===== src/rtl/i2s_receiver.sv =====
// I2S slave receiver: oversamples an external bit clock on input_clk.
// It deserialises left/right slots and presents aligned stereo pairs, with framing-error detection.
module i2s_receiver #(
    parameter int SAMPLE_WIDTH = 16,
    parameter int SLOT_BITS    = 32,
    parameter int SYNC_STAGES  = 2
) (
    input  logic                    input_clk,
    input  logic                    reset,
    input  logic                    serial_clk,
    input  logic                    word_select,
    input  logic                    sound_bit_in,
    output logic [SAMPLE_WIDTH-1:0] left_sample,
    output logic [SAMPLE_WIDTH-1:0] right_sample,
    output logic                    sample_valid,
    output logic                    frame_error,
    output logic                    locked
);

    localparam int CNT_W = $clog2(SLOT_BITS) + 1;
    localparam logic [CNT_W-1:0] CNT_SAMPLE_LAST = CNT_W'(SAMPLE_WIDTH - 1);
    localparam logic [CNT_W-1:0] CNT_SAMPLE      = CNT_W'(SAMPLE_WIDTH);
    localparam logic [CNT_W-1:0] CNT_SLOT_LAST   = CNT_W'(SLOT_BITS - 1);
    localparam logic [CNT_W-1:0] CNT_SLOT_MAX    = CNT_W'(SLOT_BITS);

    // IDLE: no bit edge seen yet, so there is no previous WS to compare against.
    typedef enum logic [1:0] {
        ST_IDLE,
        ST_HUNT,
        ST_LOCKED
    } lock_state_t;

    lock_state_t state, state_next;

    logic [SYNC_STAGES-1:0]  sclk_sync;
    logic [SYNC_STAGES-1:0]  ws_sync;
    logic [SYNC_STAGES-1:0]  sd_sync;
    logic                    sclk_prev;
    logic                    ws_prev;
    logic [CNT_W-1:0]        bit_cnt;
    logic [SAMPLE_WIDTH-1:0] shift_reg;
    logic [SAMPLE_WIDTH-1:0] shift_next;
    logic [SAMPLE_WIDTH-1:0] hold_reg;
    logic                    left_ok;
    logic                    pair_pending;

    logic sclk_s;
    logic ws_s;
    logic sd_s;
    logic bit_edge;
    logic boundary;
    logic is_locked;
    logic capture;
    logic slot_done;
    logic bad_slot;

    always_ff @(posedge input_clk or posedge reset) begin
        if (reset) begin
            sclk_sync <= '0;
            ws_sync   <= '0;
            sd_sync   <= '0;
            sclk_prev <= 1'b0;
        end else begin
            sclk_sync[0] <= serial_clk;
            ws_sync[0]   <= word_select;
            sd_sync[0]   <= sound_bit_in;
            for (int i = 1; i < SYNC_STAGES; i++) begin
                sclk_sync[i] <= sclk_sync[i-1];
                ws_sync[i]   <= ws_sync[i-1];
                sd_sync[i]   <= sd_sync[i-1];
            end
            sclk_prev <= sclk_sync[SYNC_STAGES-1];
        end
    end

    assign sclk_s    = sclk_sync[SYNC_STAGES-1];
    assign ws_s      = ws_sync[SYNC_STAGES-1];
    assign sd_s      = sd_sync[SYNC_STAGES-1];
    assign bit_edge  = sclk_s & ~sclk_prev;
    assign is_locked = (state == ST_LOCKED);
    assign locked    = is_locked;

    // A boundary edge carries the old slot's LSB, so it never feeds the shifter.
    assign boundary   = bit_edge && (state != ST_IDLE) && (ws_s != ws_prev);
    assign capture    = bit_edge && !boundary && is_locked && (bit_cnt < CNT_SAMPLE);
    assign slot_done  = capture && (bit_cnt == CNT_SAMPLE_LAST);
    assign bad_slot   = boundary && is_locked && (bit_cnt != CNT_SLOT_LAST);
    assign shift_next = capture ? SAMPLE_WIDTH'({shift_reg, sd_s}) : shift_reg;

    always_ff @(posedge input_clk or posedge reset) begin
        if (reset) begin
            state <= ST_IDLE;
        end else begin
            state <= state_next;
        end
    end

    always_comb begin
        state_next = state;
        case (state)
            ST_IDLE:   if (bit_edge) state_next = ST_HUNT;
            ST_HUNT:   if (boundary) state_next = ST_LOCKED;
            ST_LOCKED: state_next = ST_LOCKED;
            default:   state_next = ST_IDLE;
        endcase
    end

    // Protocol datapath; the output pair is published the cycle after the right slot completes.
    always_ff @(posedge input_clk or posedge reset) begin
        if (reset) begin
            ws_prev      <= 1'b0;
            bit_cnt      <= '0;
            shift_reg    <= '0;
            hold_reg     <= '0;
            left_ok      <= 1'b0;
            pair_pending <= 1'b0;
            left_sample  <= '0;
            right_sample <= '0;
            sample_valid <= 1'b0;
            frame_error  <= 1'b0;
        end else begin
            sample_valid <= pair_pending;
            pair_pending <= 1'b0;
            frame_error  <= 1'b0;
            shift_reg    <= shift_next;

            if (pair_pending) begin
                left_sample  <= hold_reg;
                right_sample <= shift_reg;
            end

            if (bit_edge) begin
                ws_prev <= ws_s;
                if (boundary) begin
                    bit_cnt <= '0;
                    if (!ws_s) begin
                        left_ok <= 1'b0;
                    end
                    if (bad_slot) begin
                        frame_error <= 1'b1;
                        left_ok     <= 1'b0;
                    end
                end else if (bit_cnt != CNT_SLOT_MAX) begin
                    bit_cnt <= bit_cnt + 1'b1;
                end
            end

            if (slot_done) begin
                if (!ws_s) begin
                    hold_reg <= shift_next;
                    left_ok  <= 1'b1;
                end else if (left_ok) begin
                    pair_pending <= 1'b1;
                    left_ok      <= 1'b0;
                end
            end
        end
    end

endmodule


===== config.mk =====
export PLATFORM = sky130hd
export DESIGN_NAME = i2s_receiver
export DESIGN_NICKNAME = d
export VERILOG_FILES = /design/src/rtl/i2s_receiver.sv
export SDC_FILE = /design/constraint.sdc
export NUM_CORES = 1
export LEC_CHECK = 0
export CORE_MARGIN = 2
export CORE_UTILIZATION = 35
export CTS_BUF_LIST = sky130_fd_sc_hd__clkbuf_8
export CTS_CLUSTER_SIZE = 30
export DETAILED_ROUTE_END_ITERATION = 8
export PLACE_DENSITY = 0.57
export SYNTH_ARGS = -nofsm -noshare
export SYNTH_HDL_FRONTEND = slang
export SYNTH_SLANG_ARGS = --single-unit

===== constraint.sdc =====
create_clock -name input_clk -period 3.6 [get_ports input_clk]
set_input_delay 1.08 -clock input_clk [delete_from_list [all_inputs] [get_ports input_clk]]
set_output_delay 1.08 -clock input_clk [all_outputs]
set_load 0.01 [all_outputs]

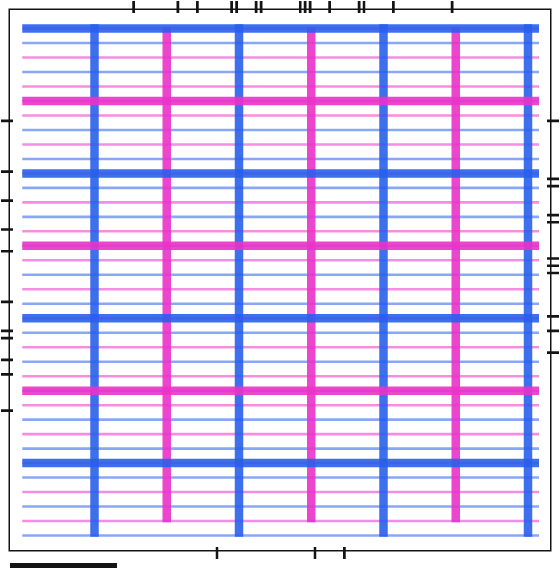
(floorplan with the power grid)
Scale bar: 20 um. Pins as bars on the die edge.
[VSS] blue
[VDD] magenta
met5 straps: 7
met4 straps: 7
met1 rails: 36
rows: 35
signal pins: 40
Die Width: 101 um
worst vdd ir: 0.213 mV

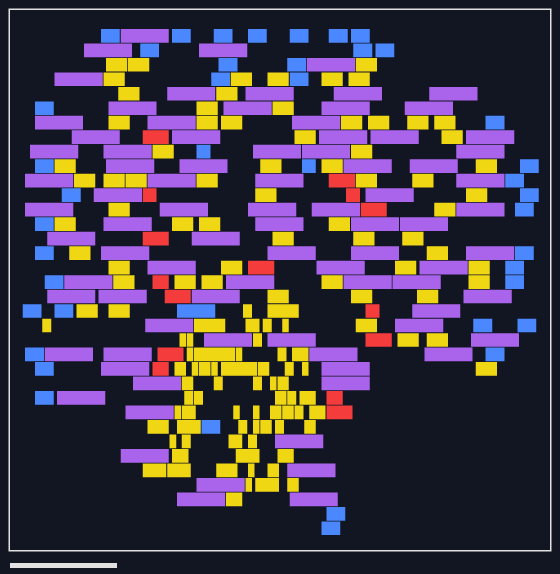
(placement by cell class)
Scale bar: 20 um.
[remaining buffers and delay cells] blue | cells: 42 | share of their area: 11%
[registers] purple | cells: 84 | share of their area: 54%
[remaining logic cells] yellow | cells: 128 | share of their area: 30%
[clock drivers and dummy loads] red | cells: 15 | share of their area: 4.5%

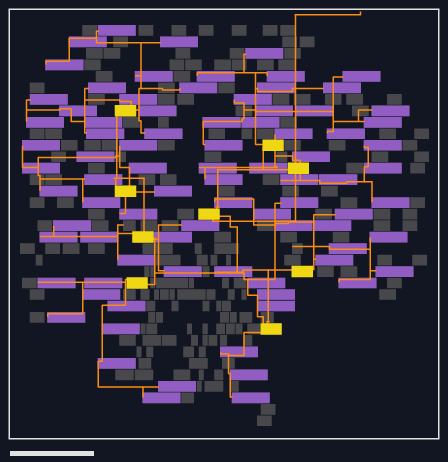
(clock network drawn from the DEF)
Scale bar: 20 um.
[clock wires] orange | length: 993 um
[flip-flops] purple | count: 84
[clock-net drivers] yellow | count: 9
routed clock nets: 10

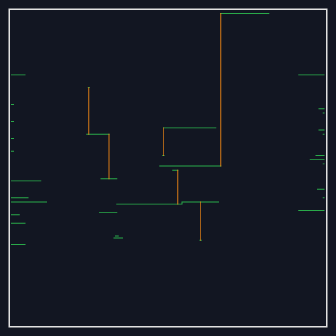
(signal wires by layer)
Only two layers are drawn.
[M3] green | wire length: 182 um
[M4] orange | wire length: 110 um

==> impl_metrics.ini <==
; synthesis and place-and-route metrics
[critical_path]
path_cells = inv_1, ha_1, clkdlybuf4s50_1
critical_path_arrival_ps = 1610
max_stage_delay_ps = 560
crit_buf_inv = 2
cp-end-kind = primary output
start_kind = register
critPathRequiredTime_ps = 2520

[power_and_ir_drop]
power_density_nw_per_um2 = 489
p_leak_nw = 1.93

[route]
drc = 0
drt-total-wl_um = 5490
firstDrtPassIters = 4
vias_per_cell = 4.70

[floorplanning]
row_count = 35
core_um2 = 9240
die_area_um2 = 10300
boundaryPins = 40

[status]
status = complete, no violations

[timing]
timing.hold.ws_ps = 354
slew_headroom_pct = 45.2
timing.fmax_mhz = 372
drv_slew = 0
rsz0062_at_grt = no
tns_ps = 0
finalHoldViolations = 0
setup_viol = 0
fin_crit_ps = 2690

[global_routing]
grt_pass1_vias = 1905
grt_busiest_layer = met2
antenna_found_initial = 0
grt_pass1_wl_um = 9630
met1_usage_pct = 16.2
grt.overflow.total = 0

[cells_and_area]
num_antenna_cells = 0
stdcell_area_um2 = 4030
nNetsFinal = 275
area_delta_synth_final_pct = 21.4
drive_above_1_share_pct = 33.5
final_cells = 398
finish.utilization_pct = 43.6

[placed_design]
numPortBuffers = 39
placed_cell_area_um2 = 3860
dp.cells = 383

[logic_synthesis]
fp_nets = 231
ys_types = 28
yosys_warnings = 0
syn_area_um2 = 3320
yosys_area_um2 = 3320
synth.avg_cell_area_um2 = 15.0
ys_seq_elements = 84
seq_area_frac_synth_pct = 63.3
syn_inst = 221
ys_cells = 221

[cts]
cts_inserted_buffers = 9
cts.sinks = 84
post_cts_buffers = 0
cts-root-buf = clkbuf_8
htreeDepth = 3
cts_hold_buf = 0

[flow_run]
tool_warnings = 29
maxCapViolations = 0

[worst_hold_path]
hold_class = reg -> reg
[per-stage QoR]
step,worst slack [ps],power (mW)
finish,912,1.97
global route,830,2.09
CTS,884,2.00
detailed placement,994,1.40
global placement,1070,1.39
floorplan,355,1.31
[cell usage after synthesis, drive strengths merged]
cell | instances | share of area, %
o22a | 1 | 0.26
a21boi | 1 | 0.23
o211ai | 1 | 0.64
inv | 6 | 0.68
nor2 | 4 | 0.45
nand2b | 1 | 0.19
a22o | 5 | 1.3
nor2b | 4 | 0.75
nor3 | 3 | 0.79
ha | 5 | 1.9
dfrtp | 84 | 63
or4 | 1 | 0.23
buf | 7 | 1.3
xnor2 | 1 | 0.49
a21o | 1 | 0.23
and3 | 5 | 0.94
or2 | 1 | 0.19
clkbuf | 2 | 0.23
nor4 | 1 | 0.19
nand2 | 7 | 0.79
a21oi | 3 | 0.45
o21ai | 6 | 0.90
mux2 | 66 | 22
nor3b | 1 | 0.57
nand3 | 4 | 0.60
[worst reg2reg max path, stage by stage, from the launching register on]
cell and delay (ps):
dfrtp_1 370, nor2b_1 510, o211ai_4 380, nor3_4 770, mux2_2 410
[where the power goes]
group	total, mW	internal [mW]	switching [mW]
combinational	0.295	0.148	0.147
sequential	1.08	1.01	0.0685
clock	0.593	0.252	0.341
total	1.97	1.41	0.556
[cell families (layout without fill, tap and decap cells)]
logic type               count (synthesis)  count (layout)  synth area share (%)
AND-OR/OR-AND                           18              18                  4.03
buffers and inverters                   15              63                  2.22
AND/OR/NAND/NOR                         32              32                  5.69
flip-flops                              84              84                  63.3
XOR/XNOR                                 1               1                 0.490
multiplexers                            66              66                  22.4
adder cells (fa/ha/maj)                  5               5                  1.88
[worst paths after layout]
check	cells past startpoint	start	slack, ps	end
worst min register to register	0	sd_sync[0]	350	sd_sync[1]
worst max-delay path	3	state[0]	910	locked
worst max register to register	4	sclk_sync[1]	1050	hold_reg[8]
max in group asynchronous	3	reset	1810	right_sample[6]
min in group asynchronous	2	reset	1100	shift_reg[2]
worst min-delay path	0	sd_sync[0]	350	sd_sync[1]
[cell type report]
cell class	instances	area (um2)
fill	862	5210
sequential	84	2100
multi-input combinational	122	1140
timing repair buffer	42	425
tap	129	161
clock buffer	9	124
clock inverter	6	48.8
inverter	6	23.8
[placed cells by master, fill, tap and decap left out, drive strengths merged, types with 2 or more instances in the layout]
cell type and n:
nand3 4, clkdlybuf4s50 39, nor2b 4, buf 3, a21oi 3, a22o 5, nor3 3, nand2 7
clkinvlp 3, and3 5, o21ai 6, inv 7, clkinv 2, dfrtp 84, ha 5, nor2 4
clkbuf 9, mux2 66
[metal layers]
layer / wire, um / vias to the layer above
met2: 2500 / 41
met3: 181 / 12
li1: - / 865
met5: 0 / -
met1: 2690 / 952
met4: 110 / 0
No activity file was given, so power comes from the tool's default toggle rates.
